### Wires at chosen ports, followed through buffers, run 1

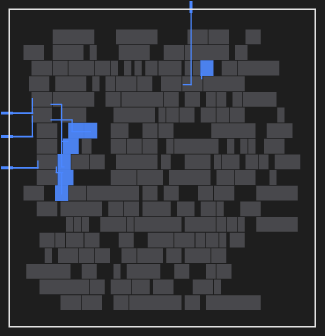
### M1 wires, run 1

Supply wires on this layer in gray.
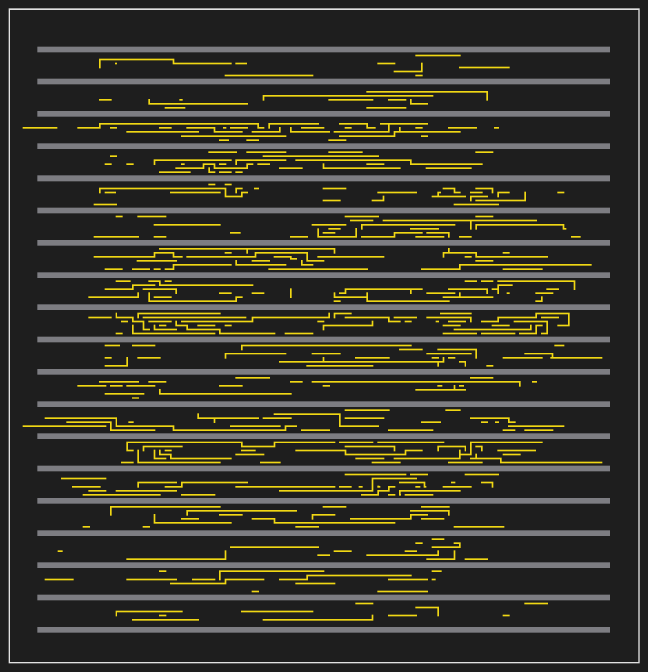
### Routing congestion, run 1

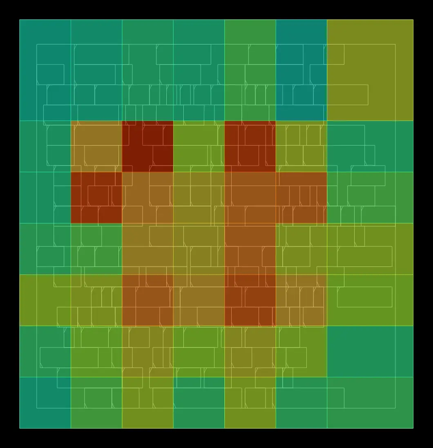
### Cell classes on the final placement, run 1

Bar = 20 µm. Fill, decap, tap and diode cells in gray.
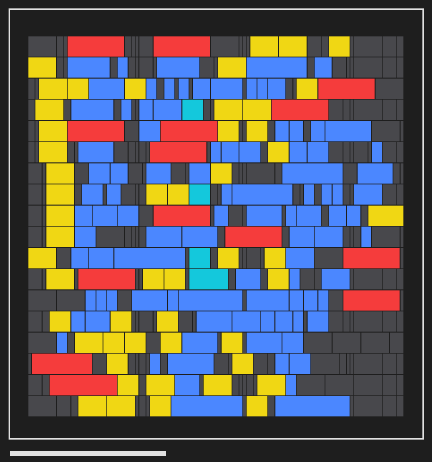
File: src/rtl/elevator_ctrl_nflr.sv
// N-floor elevator car controller: latches calls, serves them in collecting-scan order, owns door/travel timers.
// Optional fire recall input is enabled by defining ELEV_FIRE_RECALL_EN.
module elevator_ctrl_nflr #(
   parameter int NUM_FLR  = 4,
   parameter int FLR_W    = 2,
   parameter int DOOR_CYC = 8,
   parameter int MOVE_CYC = 4
) (
   input  logic               clk,
   input  logic               reset,
   input  logic [NUM_FLR-1:0] car_req,
   input  logic [NUM_FLR-1:0] hall_up,
   input  logic [NUM_FLR-1:0] hall_dn,
   input  logic               door_obst,
`ifdef ELEV_FIRE_RECALL_EN
   input  logic               fire_recall,
`endif
   output logic [FLR_W-1:0]   cur_flr,
   output logic               dir_up,
   output logic               moving,
   output logic               door_open,
   output logic [NUM_FLR-1:0] pend
);

   localparam int DT_W = $clog2(DOOR_CYC);
   localparam int MT_W = (MOVE_CYC > 1) ? $clog2(MOVE_CYC) : 1;

   typedef enum logic [1:0] {IDLE, OPEN, MOVE} state_t;

   state_t             state, state_nxt;
   logic [FLR_W-1:0]   flr_nxt, step_flr;
   logic               dir_nxt;
   logic [DT_W-1:0]    dtmr, dtmr_nxt;
   logic [MT_W-1:0]    mtmr, mtmr_nxt;
   logic [NUM_FLR-1:0] req_all, clr, pend_nxt, cur_oh, step_oh;
   logic               cur_hit, step_hit, above, below, step_fwd, fire;

`ifdef ELEV_FIRE_RECALL_EN
   assign fire = fire_recall;
`else
   assign fire = 1'b0;
`endif

   assign req_all   = car_req | hall_up | hall_dn;
   assign door_open = (state == OPEN);
   assign moving    = (state == MOVE);

   // Call geometry relative to the current floor and to the floor reached at the end of this step.
   always_comb begin
      step_flr = dir_up ? cur_flr + FLR_W'(1) : cur_flr - FLR_W'(1);
      cur_oh   = '0;
      step_oh  = '0;
      above    = 1'b0;
      below    = 1'b0;
      step_fwd = 1'b0;
      for (int k = 0; k < NUM_FLR; k++) begin
         cur_oh[k]  = (k == int'(cur_flr));
         step_oh[k] = (k == int'(step_flr));
         if (k > int'(cur_flr)) above = above | pend[k];
         if (k < int'(cur_flr)) below = below | pend[k];
         if (dir_up ? (k > int'(step_flr)) : (k < int'(step_flr))) step_fwd = step_fwd | pend[k];
      end
      cur_hit  = |(pend & cur_oh);
      step_hit = |(pend & step_oh);
   end

   always_comb begin
      state_nxt = state;
      flr_nxt   = cur_flr;
      dir_nxt   = dir_up;
      dtmr_nxt  = dtmr;
      mtmr_nxt  = mtmr;
      clr       = '0;
      case (state)
         IDLE: begin
            if (fire) begin
               if (cur_flr == '0) begin
                  state_nxt = OPEN;
                  dtmr_nxt  = DT_W'(DOOR_CYC - 1);
               end else begin
                  state_nxt = MOVE;
                  dir_nxt   = 1'b0;
                  mtmr_nxt  = MT_W'(MOVE_CYC - 1);
               end
            end else if (cur_hit) begin
               state_nxt = OPEN;
               dtmr_nxt  = DT_W'(DOOR_CYC - 1);
               clr       = cur_oh;
            end else if (dir_up ? above : below) begin
               state_nxt = MOVE;
               mtmr_nxt  = MT_W'(MOVE_CYC - 1);
            end else if (dir_up ? below : above) begin
               state_nxt = MOVE;
               dir_nxt   = ~dir_up;
               mtmr_nxt  = MT_W'(MOVE_CYC - 1);
            end
         end
         OPEN: begin
            // Same-floor presses are swallowed while the door is open; they only extend the dwell.
            clr = cur_oh;
            if (fire && cur_flr != '0)
               state_nxt = IDLE;
            else if (fire || door_obst || |(req_all & cur_oh))
               dtmr_nxt = DT_W'(DOOR_CYC - 1);
            else if (dtmr == '0)
               state_nxt = IDLE;
            else
               dtmr_nxt = dtmr - DT_W'(1);
         end
         MOVE: begin
            if (mtmr == '0) begin
               flr_nxt = step_flr;
               if (fire) begin
                  if (step_flr == '0) begin
                     state_nxt = OPEN;
                     dtmr_nxt  = DT_W'(DOOR_CYC - 1);
                  end else begin
                     dir_nxt  = 1'b0;
                     mtmr_nxt = MT_W'(MOVE_CYC - 1);
                  end
               end else if (step_hit) begin
                  state_nxt = OPEN;
                  dtmr_nxt  = DT_W'(DOOR_CYC - 1);
                  clr       = step_oh;
               end else if (step_fwd) begin
                  mtmr_nxt = MT_W'(MOVE_CYC - 1);
               end else begin
                  state_nxt = IDLE;
               end
            end else begin
               mtmr_nxt = mtmr - MT_W'(1);
            end
         end
         default: state_nxt = IDLE;
      endcase
      pend_nxt = fire ? '0 : ((pend | req_all) & ~clr);
   end

   always_ff @(posedge clk) begin
      if (reset) begin
         state   <= IDLE;
         cur_flr <= '0;
         dir_up  <= 1'b1;
         pend    <= '0;
         dtmr    <= '0;
         mtmr    <= '0;
      end else begin
         state   <= state_nxt;
         cur_flr <= flr_nxt;
         dir_up  <= dir_nxt;
         pend    <= pend_nxt;
         dtmr    <= dtmr_nxt;
         mtmr    <= mtmr_nxt;
      end
   end

endmodule

File: config.mk
export PLATFORM = sky130hd
export DESIGN_NAME = elevator_ctrl_nflr
export DESIGN_NICKNAME = d
export VERILOG_FILES = /design/src/rtl/elevator_ctrl_nflr.sv
export SDC_FILE = /design/constraint.sdc
export NUM_CORES = 1
export LEC_CHECK = 0
export CORE_AREA = 2 2 51 53
export DETAILED_ROUTE_END_ITERATION = 6
export DIE_AREA = 0 0 53 55
export PLACE_DENSITY_LB_ADDON = 0.08
export SYNTH_ARGS = -nofsm -noshare
export SYNTH_HDL_FRONTEND = slang
export SYNTH_SLANG_ARGS = --single-unit
File: constraint.sdc
create_clock -name clk -period 1.7 [get_ports clk]
set_input_delay 0.17 -clock clk [delete_from_list [all_inputs] [get_ports clk]]
set_output_delay 0.17 -clock clk [all_outputs]
set_load 0.01 [all_outputs]
==> impl_metrics.yaml, run 1 <==
# generated from flow reports
status:
  outcome: "finished, violations left"
  violations: "setup timing"
cts:
  cts_sinks: 14
  root_buffer: "clkbuf_4"
  ctsHoldBuffers: 0
  cts-htree-levels: 1
  post-cts-setup-buffers: 3
  clock_path_buffers: 2
  clk_latency_ns: 0.28
  post_cts_resized: 9
  cts.clk_slew.worst_paths_ns: 0.09
worst_setup_path:
  critPathTopFamily: "AND-OR/OR-AND gates"
  startpoint: "cur_flr[0]"
  reg2regPathDepth: 7
  worst_ep_arrival_time_ns: 1.96
  critPathMaxStageDelay_ns: 0.37
  cp_num_buf_inv: 1
  crit_cells: 7
  path_class: "reg -> reg"
  crit_path_start_kind: "flop"
  worstReg2RegStart: "cur_flr[0]"
final_timing:
  finalHoldViolCount: 0
  skew_ns: 0.001311
  rsz0062_at_grt: "true"
  finalCritPeriodShare_pct: 103.4
  relSlewSlack_pct: 63.22
  setup_violations: 8
  setup_slack_ns: -0.05792
  holdWs_ns: 0.4920
  max_freq_mhz: 568.9
  tightestPinTransition_ns: 0.5499
placed_design:
  post_dp_cell_area_um2: 1465
floorplan:
  fp-utilization_pct: 42.54
  ios: 24
  die_height_um: 55
detailed_routing:
  wl_met2_um: 1531
  ant_nets: 0
  dr.pass1.iters: 4
  post_drt_via_cell_ratio: 5.557
  drc_errors: 0
  dr.max_layer_used: "met4"
  route.met3.wl_um: 71
  routed_wl_um: 2876
  wl_met1_um: 1258
  vias: 1078
layout:
  drive_gt1_share_pct: 32.93
  logic_area_um2: 758.2
  fin_cells: 194
  largest_register: "pend"
  area_delta_synth_final_pct: 60.57
  logic_gate_count: 81
  largest_reg_flops: 4
  flops: 14
  nets: 189
  nonClkBufAreaFrac_pct: 26.96
  n_all_inverters: 15
  num-nonclk-buffers: 50
global_routing:
  met1_usage_pct: 23.77
  met2_usage_pct: 38.33
  grt_pass1_vias: 1017
  top_usage_layer: "met2"
  grt.overflow.total: 0
power:
  power.share.sequential_pct: 22.5
  p_total_mw: 2.322
  pg_comb_mw: 1.56
  peakVddDrop_v: 0.0009377
  p_leak_nw: 0.6750
  powerDensity_nw_per_um2: 1437
  p_switching_mw: 0.9770
  clock_power_share_pct: 10.5
run:
  drv_cap: 0
synth:
  yosysTopAreaCellShare_pct: 27.86
  edf_count: 0
  synthAdderAreaFrac_pct: 11.19
  mux_area_share_pct: 3.234
  common_cells: "14 x dfxtp_1, 13 x inv_1, 9 x ha_1"
  yosys_most_used_dff: "dfxtp_1"
  top_cells_by_area: "dfxtp_1 28%, ha_1 11%, inv_1 4.9%, a221oi_1 3.5%, a221o_1 3.0%"
  syn_inst: 114
  ys_area_um2: 1006
  synthSimpleGateAreaFrac_pct: 17.29
  synthArstFlopShare_pct: 0
min_path:
  hold_path_startpoint: "dtmr[2]"
  hold_class: "reg -> reg"
About 'Wires at chosen ports, followed through buffers':
Key: blue = car_req [bits 4, direction input, edge 3 left, 1 top, end cells 7, buffers 4, wire 62.9 µm]

About 'M1 wires':
The layer carries 1260 µm of wire. The wires run mostly horizontal. The layer holds 44% of the routed length.

About 'Routing congestion':
GR Layer Usage met3: 3.495%
Tot GR Track Use: 20.93%

About 'Cell classes on the final placement':
Key: cyan = clock drivers and dummy loads [cells 4]; yellow = remaining buffers and delay cells [cells 50]; red = sequential cells [cells 14]; blue = remaining logic cells [cells 96]
core area: 2365 µm²
Util after Layout: 68.31%
Seq/total area: 17.66%
FP Rows: 18
fin area: 1615 µm²

### Cell area per tile, run 1

11 x 11 tiles, from white (low) to dark blue (high), 0 to 100% covered.
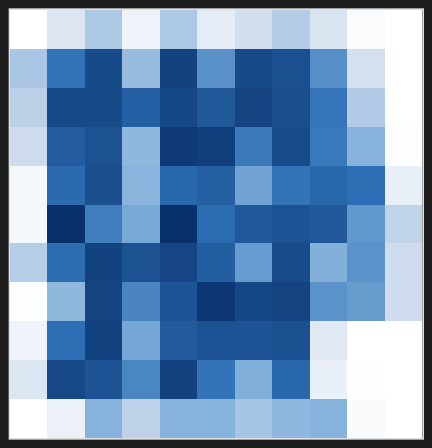

==> inputs of run 2 (changes only) <==
--- a/config.mk
+++ b/config.mk
@@ -9,6 +9,7 @@
 export DETAILED_ROUTE_END_ITERATION = 6
 export DIE_AREA = 0 0 53 55
 export PLACE_DENSITY_LB_ADDON = 0.08
+export SLEW_MARGIN = 20
 export SYNTH_ARGS = -nofsm -noshare
 export SYNTH_HDL_FRONTEND = slang
 export SYNTH_SLANG_ARGS = --single-unit
==> constraint.sdc (replaced) <==
create_clock -name clk -period 1.7 [get_ports clk]
set_input_delay 0.255 -clock clk [delete_from_list [all_inputs] [get_ports clk]]
set_output_delay 0.255 -clock clk [all_outputs]
set_load 0.01 [all_outputs]
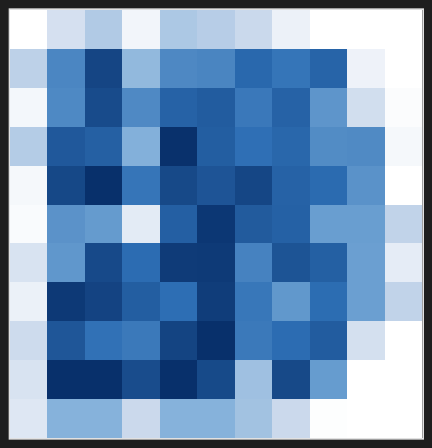
*Cell area per tile, run 2*
11 x 11 tiles, from white (low) to dark blue (high), 0 to 100% covered.
The mean over all tiles is 54%. The fullest tile reaches 100%. The densest ninth of the die: middle. 11% of the tiles are nearly empty. 37% of the tiles are over 75% full.
Core Util at FP: 42.54%

==> impl_metrics.yaml, run 2 <==
# generated from flow reports
status:
  outcome: "finished, violations left"
  violations: "setup timing"
worst_setup_path:
  worst_ep_arrival_time_ns: 1.96
  cpMaxStageDelayCell: "dfxtp_4"
  worstReg2RegStart: "cur_flr[0]"
  path_class: "reg -> reg"
  startpoint: "cur_flr[0]"
  critPathMaxStageDelay_ns: 0.40
  cp_num_buf_inv: 2
  reg2regPathDepth: 7
  crit_chain: "inv_6 > ha_4 > xnor2_4 > mux4_2 > clkinv_1 > a31oi_2 > o41ai_2"
  crit_cells: 7
  critPathTopFamily: "flip-flops"
  crit_path_start_kind: "flop"
  cp_max_fo: 5
floorplan:
  ios: 24
  row_count: 18
  die_height_um: 55
  fp.coreArea_um2: 2365
  tap_cells: 30
  fp.dieW_um: 53
placed_design:
  dpl_worst_slack_ns: -0.2676
  place_congestion: 0.8431
  post_dp_cell_area_um2: 1458
power:
  peakVddDrop_v: 0.0008467
  powerDensity_nw_per_um2: 1413
  p_switching_mw: 0.9720
  top_power_group: "combinational logic"
  p_total_mw: 2.282
  p_leak_nw: 0.6885
  power.share.sequential_pct: 23.7
  pg_comb_mw: 1.48
  power_frac_comb_pct: 64.8
  clock_power_share_pct: 11.5
synth:
  mux_area_share_pct: 3.234
  synthSimpleGateAreaFrac_pct: 17.29
  yosys_most_used_dff: "dfxtp_1"
  common_cells: "14 x dfxtp_1, 13 x inv_1, 9 x ha_1"
  syn_inst: 114
  top_cells_by_area: "dfxtp_1 28%, ha_1 11%, inv_1 4.9%, a221oi_1 3.5%, a221o_1 3.0%"
  edf_count: 0
  yosysTopAreaCellShare_pct: 27.86
  synthAdderAreaFrac_pct: 11.19
  ys_area_um2: 1006
  synthArstFlopShare_pct: 0
min_path:
  hold_class: "reg -> reg"
  hold_path_startpoint: "dtmr[2]"
  whs_endpoint: "dtmr[2]"
global_routing:
  met2_usage_pct: 35.21
  top_usage_layer: "met2"
  grtUsageMet3_pct: 3.495
  grt.overflow.total: 0
  met1_usage_pct: 25.45
  grt.total_usage_pct: 20.61
  grt_pass1_vias: 951
detailed_routing:
  ant_nets: 0
  post_drt_via_cell_ratio: 5.591
  dr.max_layer_used: "met4"
  drc_errors: 0
  route.met3.wl_um: 96
  wl_met1_um: 1326
  wl_met2_um: 1533
  dr.pass1.iters: 4
  vias: 1079
  routed_wl_um: 2992
final_timing:
  skew_ns: 0.002812
  tightestPinTransition_ns: 0.5462
  relSlewSlack_pct: 63.47
  setup_violations: 8
  finalHoldViolCount: 0
  rsz0062_at_grt: "true"
  finalCritPeriodShare_pct: 104.2
  setup_slack_ns: -0.07104
  max_freq_mhz: 564.6
  holdWs_ns: 0.4891
layout:
  flops: 14
  logic_gate_count: 81
  final_util_pct: 68.31
  nFillCells: 197
  logic_area_um2: 762.0
  nets: 188
  largest_reg_flops: 4
  fin_cells: 193
  num-nonclk-buffers: 49
  n_all_inverters: 15
  design_area_um2: 1615
  area_delta_synth_final_pct: 60.57
  nonClkBufAreaFrac_pct: 26.65
  drive_gt1_share_pct: 35.58
  clock_tree_area_fraction_pct: 2.246
  seq_area_share_pct: 17.82
  largest_register: "pend"
cts:
  root_buffer: "clkbuf_4"
  post_cts_resized: 7
  clk_latency_ns: 0.29
  clock_path_buffers: 2
  cts-htree-levels: 1
  cts.clk_slew.worst_paths_ns: 0.10
  ctsHoldBuffers: 0
  cts_sinks: 14
  post-cts-setup-buffers: 1
run:
  drv_cap: 0
### Cell classes on the final placement, run 2

Bar = 20 µm. Fill, decap, tap and diode cells in gray.
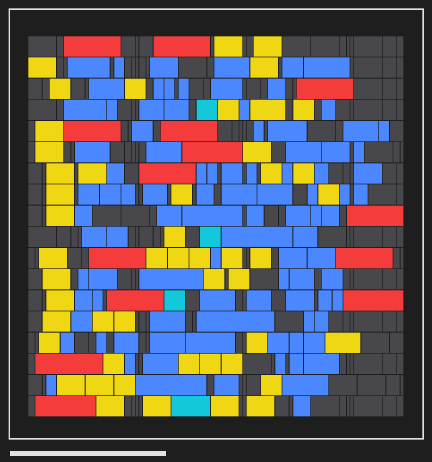

==> inputs of run 3 (changes only) <==
--- a/config.mk
+++ b/config.mk
@@ -9,6 +9,7 @@
 export DETAILED_ROUTE_END_ITERATION = 6
 export DIE_AREA = 0 0 53 55
 export PLACE_DENSITY_LB_ADDON = 0.08
+export SKIP_LAST_GASP = 1
 export SLEW_MARGIN = 20
 export SYNTH_ARGS = -nofsm -noshare
 export SYNTH_HDL_FRONTEND = slang
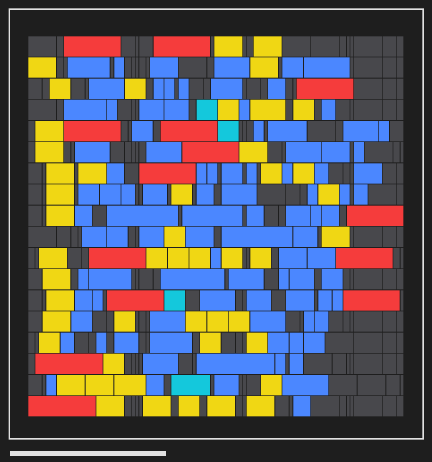
*Cell classes on the final placement, run 3*
Bar = 20 µm. Fill, decap, tap and diode cells in gray.
fin area: 1612 µm²
Seq/total area: 17.86%
Util after Layout: 68.15%

==> impl_metrics.yaml, run 3 <==
# generated from flow reports
min_path:
  holdPathStages: 2
  whs_endpoint: "dtmr[2]"
  hold_path_startpoint: "dtmr[2]"
  hold_class: "reg -> reg"
power:
  power_frac_comb_pct: 64.6
  p_total_mw: 2.265
  switching_share_pct: 42.25
  power.share.sequential_pct: 23.8
  peakVddDrop_v: 0.0008516
  p_leak_nw: 0.6710
  clk-power_mw: 0.263
  clock_power_share_pct: 11.6
  powerDensity_nw_per_um2: 1406
  p_seq_mw: 0.539
  top_power_group: "combinational logic"
  pg_comb_mw: 1.46
  p_switching_mw: 0.9570
synth:
  synthArstFlopShare_pct: 0
  postSynthSeqShare_pct: 27.86
  synthSimpleGateAreaFrac_pct: 17.29
  synth_cell_types: 44
  common_cells: "14 x dfxtp_1, 13 x inv_1, 9 x ha_1"
  synth_flops: 14
  yosys_cells: 114
  syn_nets: 138
  yosysTopAreaCellShare_pct: 27.86
  yosys_most_used_dff: "dfxtp_1"
  ys_area_um2: 1006
  edf_count: 0
  top_cells_by_area: "dfxtp_1 28%, ha_1 11%, inv_1 4.9%, a221oi_1 3.5%, a221o_1 3.0%"
  syn_inst: 114
  synth.avg_cell_area_um2: 8.824
  post-synth-top-count-cell: "dfxtp_1"
  mux_area_share_pct: 3.234
  compound_area_share_pct: 29.35
  top_logic_kind: "AND-OR/OR-AND gates"
  synth_warnings: 0
  synthAdderAreaFrac_pct: 11.19
  syn_area_um2: 1006
detailed_routing:
  drt-initial-drc-count: 18
  dr.pass1.iters: 4
  drc_errors: 0
  route.met3.wl_um: 126
  ant_nets: 0
  dr.max_layer_used: "met4"
  routed_wl_um: 2891
  post_drt_via_cell_ratio: 5.667
  wl_met1_um: 1253
  wl_met2_um: 1477
  vias: 1088
final_timing:
  fin_tns_setup_ns: -0.3268
  skew_ns: 0.001300
  relSlewSlack_pct: 61.50
  max_freq_mhz: 562.7
  fin_crit_ns: 1.777
  finalCritPeriodShare_pct: 104.5
  holdWs_ns: 0.4891
  tightestPinTransition_ns: 0.5757
  setup_slack_ns: -0.07712
  finalHoldViolCount: 0
  setup_violations: 8
  slew_viol_final: 0
  rsz0062_at_grt: "true"
global_routing:
  grt.overflow.total: 0
  antenna_found_initial: 0
  met1_usage_pct: 25.29
  grtUsageMet3_pct: 3.495
  grt_max_degree: 15
  grt_pass1_vias: 953
  met2_usage_pct: 35.21
  grt.total_usage_pct: 20.55
  top_usage_layer: "met2"
layout:
  logic_area_um2: 762.0
  drive_gt1_share_pct: 35.19
  num-nonclk-buffers: 48
  flops: 14
  nonClkBufAreaFrac_pct: 26.32
  nets: 187
  reg.largest.list: "pend (4), dtmr (3)"
  clkbuf_count: 4
  fin_cells: 192
  area_delta_synth_final_pct: 60.20
  largest_class: "logic gates"
  logic_gate_count: 81
  diodes: 0
  nFillCells: 205
  largest_reg_flops: 4
  largest_register: "pend"
  n_all_inverters: 15
  clock_tree_area_fraction_pct: 2.252
status:
  violations: "setup timing"
  outcome: "finished, violations left"
floorplan:
  fp.coreArea_um2: 2365
  dieArea_um2: 2915
  row_count: 18
  ios: 24
  fp.dieW_um: 53
  fp-utilization_pct: 42.54
  die_height_um: 55
  tap_cells: 30
cts:
  cts_sinks: 14
  cts.clk_slew.worst_paths_ns: 0.10
  post_cts_resized: 5
  root_buffer: "clkbuf_4"
  clock_path_buffers: 2
  ctsHoldBuffers: 0
  cts_tree: "built"
  post-cts-setup-buffers: 1
  cts-htree-levels: 1
  clk_latency_ns: 0.29
  cts_buffers: 3
worst_setup_path:
  startpoint: "cur_flr[0]"
  crit_path_start_kind: "flop"
  rrSetupSlack_ns: -0.08
  cp_num_buf_inv: 2
  cpMaxStageDelayCell: "dfxtp_4"
  worstReg2RegEnd: "mtmr[0]"
  worstPathRequired_ns: 1.89
  crit_path_end: "mtmr[0]"
  cp_max_fo: 5
  reg2regPathDepth: 7
  critPathMaxStageDelay_ns: 0.40
  crit_chain: "inv_6 > ha_4 > xnor2_4 > mux4_2 > clkinv_1 > a31oi_2 > o41ai_2"
  path_class: "reg -> reg"
  worst_ep_arrival_time_ns: 1.96
  end_kind: "flop"
  worstReg2RegStart: "cur_flr[0]"
  critPathTopFamily: "flip-flops"
  crit_cells: 7
placed_design:
  dpl.cell_count: 186
  dpl_worst_slack_ns: -0.2676
  place_congestion: 0.8431
  post_dp_cell_area_um2: 1458
  dpl.hpwl_um: 2251
run:
  drv_cap: 0
  tool_warnings: 34
Power figures rest on the tool's default switching activity, not on a simulated workload.
